### src/rtl/raisin64_pkg.sv
// Shared definitions for the raisin64 memory subsystem: arbiter FSM state
// encoding and memory access width codes.
package raisin64_pkg;

  typedef enum logic [1:0] {
    ST_IDLE   = 2'd0,
    ST_ACCESS = 2'd1,
    ST_DONE   = 2'd2
  } arb_state_e;

  typedef enum logic [1:0] {
    WIDTH_BYTE  = 2'd0,
    WIDTH_HALF  = 2'd1,
    WIDTH_WORD  = 2'd2,
    WIDTH_DWORD = 2'd3
  } mem_width_e;

  // Latency counter width; covers MEM_LATENCY up to 15.
  localparam int unsigned LAT_CNT_W = 4;

endpackage

### src/rtl/rr_arbiter.sv
// Round-robin arbiter with optional strict priority for port 0. The grant is
// combinational; the last-grant pointer advances only when a grant is taken.
module rr_arbiter
  import raisin64_pkg::*;
#(
  parameter int unsigned NUM_PORTS = 3,
  parameter bit          PRIO_EN   = 1'b1,
  localparam int unsigned IDX_W    = $clog2(NUM_PORTS)
) (
  input  logic                 clk,
  input  logic                 rst,
  input  logic [NUM_PORTS-1:0] i_req,
  input  logic                 i_update,
  output logic                 o_grant_valid,
  output logic [IDX_W-1:0]     o_grant_idx
);

  localparam logic [IDX_W:0] NP = (IDX_W+1)'(NUM_PORTS);

  logic [IDX_W-1:0] r_last;
  logic [IDX_W:0]   w_sum;
  logic [IDX_W:0]   w_cand;
  logic             w_found;
  logic [IDX_W-1:0] w_idx;

  // Search starts just after the last granted port and wraps once.
  always_comb begin
    w_found = 1'b0;
    w_idx   = '0;
    w_sum   = '0;
    w_cand  = '0;
    if (PRIO_EN && i_req[0]) begin
      w_found = 1'b1;
      w_idx   = '0;
    end else begin
      for (int k = 0; k < int'(NUM_PORTS); k++) begin
        w_sum  = {1'b0, r_last} + (IDX_W+1)'(k) + (IDX_W+1)'(1);
        w_cand = (w_sum >= NP) ? (w_sum - NP) : w_sum;
        if (!w_found && i_req[w_cand[IDX_W-1:0]]) begin
          w_found = 1'b1;
          w_idx   = w_cand[IDX_W-1:0];
        end else begin
          w_idx   = w_idx;
        end
      end
    end
  end

  assign o_grant_valid = w_found;
  assign o_grant_idx   = w_idx;

  // Last-grant pointer; reset value makes port 0 the first candidate.
  always_ff @(posedge clk) begin
    if (rst) begin
      r_last <= IDX_W'(NUM_PORTS - 1);
    end else if (i_update && w_found) begin
      r_last <= w_idx;
    end
  end

endmodule

### src/rtl/mem_port_arbiter.sv
// Arbitrates NUM_PORTS requesters onto a single shared RAM port. One
// transaction at a time: IDLE (arbitrate) -> ACCESS (cs + latency) -> DONE (ack).
module mem_port_arbiter
  import raisin64_pkg::*;
#(
  parameter int unsigned NUM_PORTS   = 3,
  parameter int unsigned ADDR_W      = 64,
  parameter int unsigned DATA_W      = 64,
  parameter int unsigned MEM_LATENCY = 1,
  parameter int unsigned PRIO_PORT0  = 1
) (
  input  logic                        clk,
  input  logic                        rst,
  input  logic [NUM_PORTS-1:0]        req,
  input  logic [NUM_PORTS-1:0]        we,
  input  logic [2*NUM_PORTS-1:0]      width,
  input  logic [ADDR_W*NUM_PORTS-1:0] addr,
  input  logic [DATA_W*NUM_PORTS-1:0] wdata,
  output logic [NUM_PORTS-1:0]        ack,
  output logic [DATA_W-1:0]           rdata,
  output logic                        busy,
  output logic                        mem_cs,
  output logic                        mem_we,
  output logic [1:0]                  mem_width,
  output logic [ADDR_W-1:0]           mem_addr,
  output logic [DATA_W-1:0]           mem_wdata,
  input  logic [DATA_W-1:0]           mem_rdata
);

  localparam int unsigned IDX_W = $clog2(NUM_PORTS);

  arb_state_e             r_state;
  arb_state_e             w_next;
  logic                   w_grant_valid;
  logic [IDX_W-1:0]       w_grant_idx;
  logic                   w_start;
  logic                   w_lat_done;
  logic [IDX_W-1:0]       r_sel;
  logic [LAT_CNT_W-1:0]   r_cnt;
  logic [NUM_PORTS-1:0]   r_ack;
  logic [DATA_W-1:0]      r_rdata;
  logic                   r_busy;
  logic                   r_mem_cs;
  logic                   r_mem_we;
  logic [1:0]             r_mem_width;
  logic [ADDR_W-1:0]      r_mem_addr;
  logic [DATA_W-1:0]      r_mem_wdata;

  rr_arbiter #(
    .NUM_PORTS (NUM_PORTS),
    .PRIO_EN   (PRIO_PORT0 != 0)
  ) u_rr_arbiter (
    .clk           (clk),
    .rst           (rst),
    .i_req         (req),
    .i_update      (w_start),
    .o_grant_valid (w_grant_valid),
    .o_grant_idx   (w_grant_idx)
  );

  assign w_start    = (r_state == ST_IDLE) && w_grant_valid;
  assign w_lat_done = (r_state == ST_ACCESS) && (r_cnt == LAT_CNT_W'(MEM_LATENCY));

  // FSM state register.
  always_ff @(posedge clk) begin
    if (rst) begin
      r_state <= ST_IDLE;
    end else begin
      r_state <= w_next;
    end
  end

  // FSM next-state logic.
  always_comb begin
    w_next = r_state;
    case (r_state)
      ST_IDLE:   w_next = w_grant_valid ? ST_ACCESS : ST_IDLE;
      ST_ACCESS: w_next = w_lat_done ? ST_DONE : ST_ACCESS;
      ST_DONE:   w_next = ST_IDLE;
      default:   w_next = ST_IDLE;
    endcase
  end

  // Request latch, latency counter, read capture and registered outputs.
  // mem_cs/mem_we are registered off the grant so they cover the first
  // ACCESS cycle only; ack is registered off latency expiry so it covers DONE.
  always_ff @(posedge clk) begin
    if (rst) begin
      r_sel       <= '0;
      r_cnt       <= '0;
      r_ack       <= '0;
      r_rdata     <= '0;
      r_busy      <= 1'b0;
      r_mem_cs    <= 1'b0;
      r_mem_we    <= 1'b0;
      r_mem_width <= 2'd0;
      r_mem_addr  <= '0;
      r_mem_wdata <= '0;
    end else begin
      r_busy   <= (w_next != ST_IDLE);
      r_mem_cs <= w_start;
      r_mem_we <= w_start && we[w_grant_idx];
      r_ack    <= '0;
      if (w_start) begin
        r_sel       <= w_grant_idx;
        r_cnt       <= '0;
        r_mem_width <= width[2*int'(w_grant_idx) +: 2];
        r_mem_addr  <= addr[int'(w_grant_idx)*ADDR_W +: ADDR_W];
        r_mem_wdata <= wdata[int'(w_grant_idx)*DATA_W +: DATA_W];
      end else if (w_lat_done) begin
        r_rdata <= mem_rdata;
        r_ack   <= {{(NUM_PORTS-1){1'b0}}, 1'b1} << r_sel;
      end else if (r_state == ST_ACCESS) begin
        r_cnt <= r_cnt + LAT_CNT_W'(1);
      end
    end
  end

  assign ack       = r_ack;
  assign rdata     = r_rdata;
  assign busy      = r_busy;
  assign mem_cs    = r_mem_cs;
  assign mem_we    = r_mem_we;
  assign mem_width = r_mem_width;
  assign mem_addr  = r_mem_addr;
  assign mem_wdata = r_mem_wdata;

endmodule

### config.mk
export PLATFORM = sky130hd
export DESIGN_NAME = mem_port_arbiter
export DESIGN_NICKNAME = d
export VERILOG_FILES = /design/src/rtl/raisin64_pkg.sv /design/src/rtl/rr_arbiter.sv /design/src/rtl/mem_port_arbiter.sv
export SDC_FILE = /design/constraint.sdc
export NUM_CORES = 1
export LEC_CHECK = 0
export ABC_AREA = 1
export ABC_CLOCK_PERIOD_IN_PS = 2500
export CELL_PAD_IN_SITES_DETAIL_PLACEMENT = 1
export CELL_PAD_IN_SITES_GLOBAL_PLACEMENT = 1
export CORE_AREA = 4 4 254 256
export CTS_CLUSTER_SIZE = 10
export DETAILED_ROUTE_END_ITERATION = 12
export DIE_AREA = 0 0 258 260
export PLACE_DENSITY_LB_ADDON = 0.1
export SETUP_SLACK_MARGIN = 0.1
export SYNTH_ARGS = -nofsm -noshare
export SYNTH_HDL_FRONTEND = slang
export SYNTH_SLANG_ARGS = --single-unit
### constraint.sdc
create_clock -name clk -period 2.5 [get_ports clk]
set_clock_uncertainty 0.1 [all_clocks]
set_input_delay 0.375 -clock clk [delete_from_list [all_inputs] [get_ports clk]]
set_output_delay 0.375 -clock clk [all_outputs]
set_load 0.05 [all_outputs]
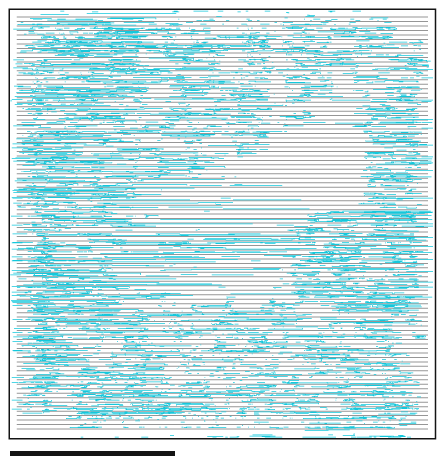
layer_met1.png
The bar under the picture is 100 um long. Supply wires on this layer in gray.
wire length on this layer	27.5 mm
longest straight run	96.1 um
share of all routed wire	39%
total routed wirelength: 70,000 um
total number of vias: 13,968
met1 demand-to-capacity share in global routing: 0.208

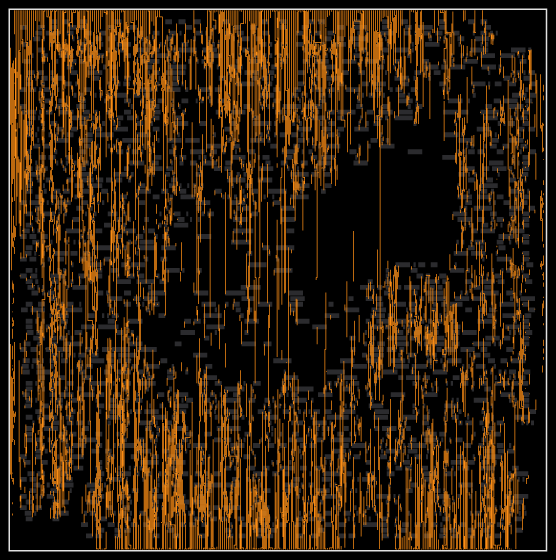
layer_met2.png
Cells faint in the background.
main direction	vertical
longest straight run	121 um
share of all routed wire	50%
nets with wire on the layer	2,457
wire length on this layer	35.0 mm
met2 demand-to-capacity share in global routing: 0.323

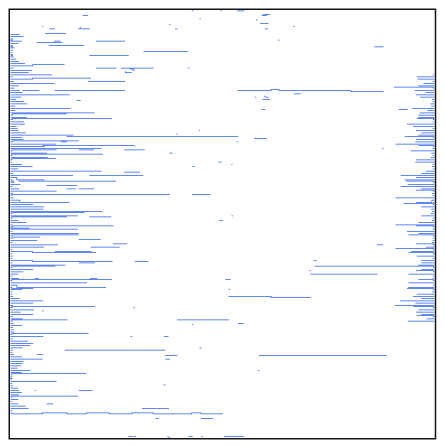
layer_met3.png
wire length on this layer	5,060 um
nets with wire on the layer	328
met3 demand-to-capacity share in global routing: 0.0620

[routing by layer]
metal	vias up	GRT usage	wire length (um)
met5	-	0	141
met4	22	0.0742	2270
met3	118	0.0620	5060
met2	404	0.323	35000
met1	6633	0.208	27500
li1	6791	-	-
[layout make-up]
type | instances | area, um2 | share of cell area
repair buffers | 803 | 8880 | 0.402
multi-input cells | 1082 | 5730 | 0.259
flip-flops and latches | 209 | 4190 | 0.189
inverters | 308 | 1170 | 0.0529
well taps | 846 | 1060 | 0.0479
clock buffers | 45 | 938 | 0.0425
clock inverters | 10 | 78.8 | 0.00357
diodes | 21 | 52.6 | 0.00238
[power groups by stage]
stage	Clock [mW]	Sequential (mW)	Combinational, mW
4_1_cts	4.58	4.73	16.5
6_report	4.41	4.73	19.5
3_3_place_gp	0	4.75	15.7
2_1_floorplan	0	7.49	5.43
3_5_place_dp	0	4.77	15.8
5_1_grt	4.69	4.83	20.9
[final timing paths]
path,startpoint,end,slack (ns),cells after the start
max,u_rr_arbiter.r_last[0],mem_addr[54],0.06,14
min,mem_rdata[55],rdata[55],0.30,3
max reg2reg,u_rr_arbiter.r_last[0],mem_addr[54],0.06,14
min reg2reg,mem_addr[22],mem_addr[22],0.37,2
[cell families after synthesis]
family / after synthesis / share of synthesized area
xor gates and xnor gates: 2 / 0.00163
DFF: 209 / 0.390
AOI/OAI and AO/OA: 137 / 0.0651
adders and majority gates: 5 / 0.00583
buffers and inverters: 423 / 0.157
and+or+nand+nor: 938 / 0.381
[sequential cells by signal, indices dropped and copies added (netlist names)]
signal / count
mem_width: 2
ack: 3
r_cnt: 4
r_state: 2
busy: 1
r_sel: 1
u_rr_arbiter.r_last: 2
mem_addr: 64
mem_cs: 1
mem_we: 1
rdata: 64
mem_wdata: 64
[stage by stage]
step	util	power (mW)	std cells	hold slack, ns
2_1_floorplan	-	12.9	1714	0.340
4_1_cts	0.327	25.8	3265	0.260
3_3_place_gp	0.307	20.4	3201	0.354
5_1_grt	0.353	30.4	3322	0.286
3_5_place_dp	0.307	20.6	3201	0.358
6_report	0.354	28.7	3324	0.296
[repair_timing]
item,4_1_cts,5_1_grt
endpoints found under the hold margin,0,0
pin swaps,5,66
setup endpoints to repair,134,132
gates resized,34,205
gates cloned,3,25
setup buffers,6,13
[worst max-delay path, cell delays in order, from the launching register on]
cell	delay, ns
sky130_fd_sc_hd__dfxtp_2	0.33
sky130_fd_sc_hd__inv_2	0.05
sky130_fd_sc_hd__ha_4	0.34
sky130_fd_sc_hd__nand2_2	0.10
sky130_fd_sc_hd__nand3_4	0.12
sky130_fd_sc_hd__nand2_4	0.07
sky130_fd_sc_hd__buf_4	0.13
sky130_fd_sc_hd__nand4_1	0.17
sky130_fd_sc_hd__nand3_4	0.14
sky130_fd_sc_hd__nor2_4	0.17
sky130_fd_sc_hd__buf_12	0.15
sky130_fd_sc_hd__buf_12	0.15
sky130_fd_sc_hd__buf_12	0.16
sky130_fd_sc_hd__nand3_1	0.09
sky130_fd_sc_hd__nand3_1	0.08
==> impl_metrics.py <==
# Physical implementation metrics
metrics = {
    "critical_path": {
        "timing_worst_setup_path_type": "reg2reg",
        "critPathRequiredTime_ns": 2.90,
        "crit_fanout": 13,
        "setup.worst_path.start_class": "flop",
    },
    "power_and_ir_drop": {
        "peakVddDrop_mv": 0.569,
        "power.leakage_nw": 9.97,
        "seq_power_share": 0.165,
        "power.share.switching": 0.474,
        "power.clock.fraction": 0.154,
        "internal_power_mw": 15.1,
        "share_comb_of_total_power": 0.681,
    },
    "clock_tree": {
        "cts_tree": "built",
        "cts.sinks": 209,
        "tritoncts.num_buffers": 30,
        "cts.hold.buffers_added": 0,
        "clockBufferDepth": 3,
        "worst_skew_pair_later_pin_latency_ns": 0.56,
    },
    "global_routing": {
        "first_pass_grt_wire_length_um": 95200,
        "grt.overflow.total": 0,
        "grt_antenna_before_repair": 31,
    },
    "timing": {
        "timing.final.max_slew_violations": 0,
        "period_used_share": 0.975,
        "setup_violations": 0,
        "setup_total_negative_slack_ns": 0,
        "timing_worst_slew_pin_value_ns": 0.697,
    },
    "floorplanning": {
        "die_area_um2": 67100,
        "io-pin-count": 662,
        "chipHeight_um": 260,
        "core_area_um2": 62500,
        "floorplan.die.width_um": 258,
    },
    "synthesis": {
        "synth.top_cells.by_area": "sky130_fd_sc_hd__dfxtp_1 (39%), sky130_fd_sc_hd__nand3_1 (19%), sky130_fd_sc_hd__inv_1 (11%)",
        "avgSynthCellArea_um2": 6.27,
        "top_cell_area_share": 0.390,
        "post_synthesis_net_count": 2181,
        "edf_count": 0,
        "yosys-stat-cells": 1714,
        "synthTopCellsByCount": "sky130_fd_sc_hd__nand3_1 (400), sky130_fd_sc_hd__inv_1 (305), sky130_fd_sc_hd__nand2_1 (288), sky130_fd_sc_hd__nor2_1 (234), sky130_fd_sc_hd__dfxtp_1 (209)",
        "synth_warnings": 0,
        "synth.lib_cells_used.distinct": 28,
    },
    "run": {
        "openroad.warnings": 34,
        "maxCapViolations": 0,
    },
    "routing": {
        "drtPass1Iterations": 4,
        "drtIter0Drc": 442,
        "wl_per_cell_um": 21.1,
        "drt-vias-per-instance": 4.20,
    },
    "outcome": {
        "status": "complete, no violations",
    },
    "placement": {
        "numPortBuffers": 661,
        "dp_worst_setup_slack_ns": -0.196,
    },
    "cells_and_area": {
        "num-fill-cells": 7546,
        "synthToLayoutAreaGrowth_pct": 106,
    },
    "min_path": {
        "hold_class": "in2reg",
    },
}
Power and IR drop assume default switching activity.
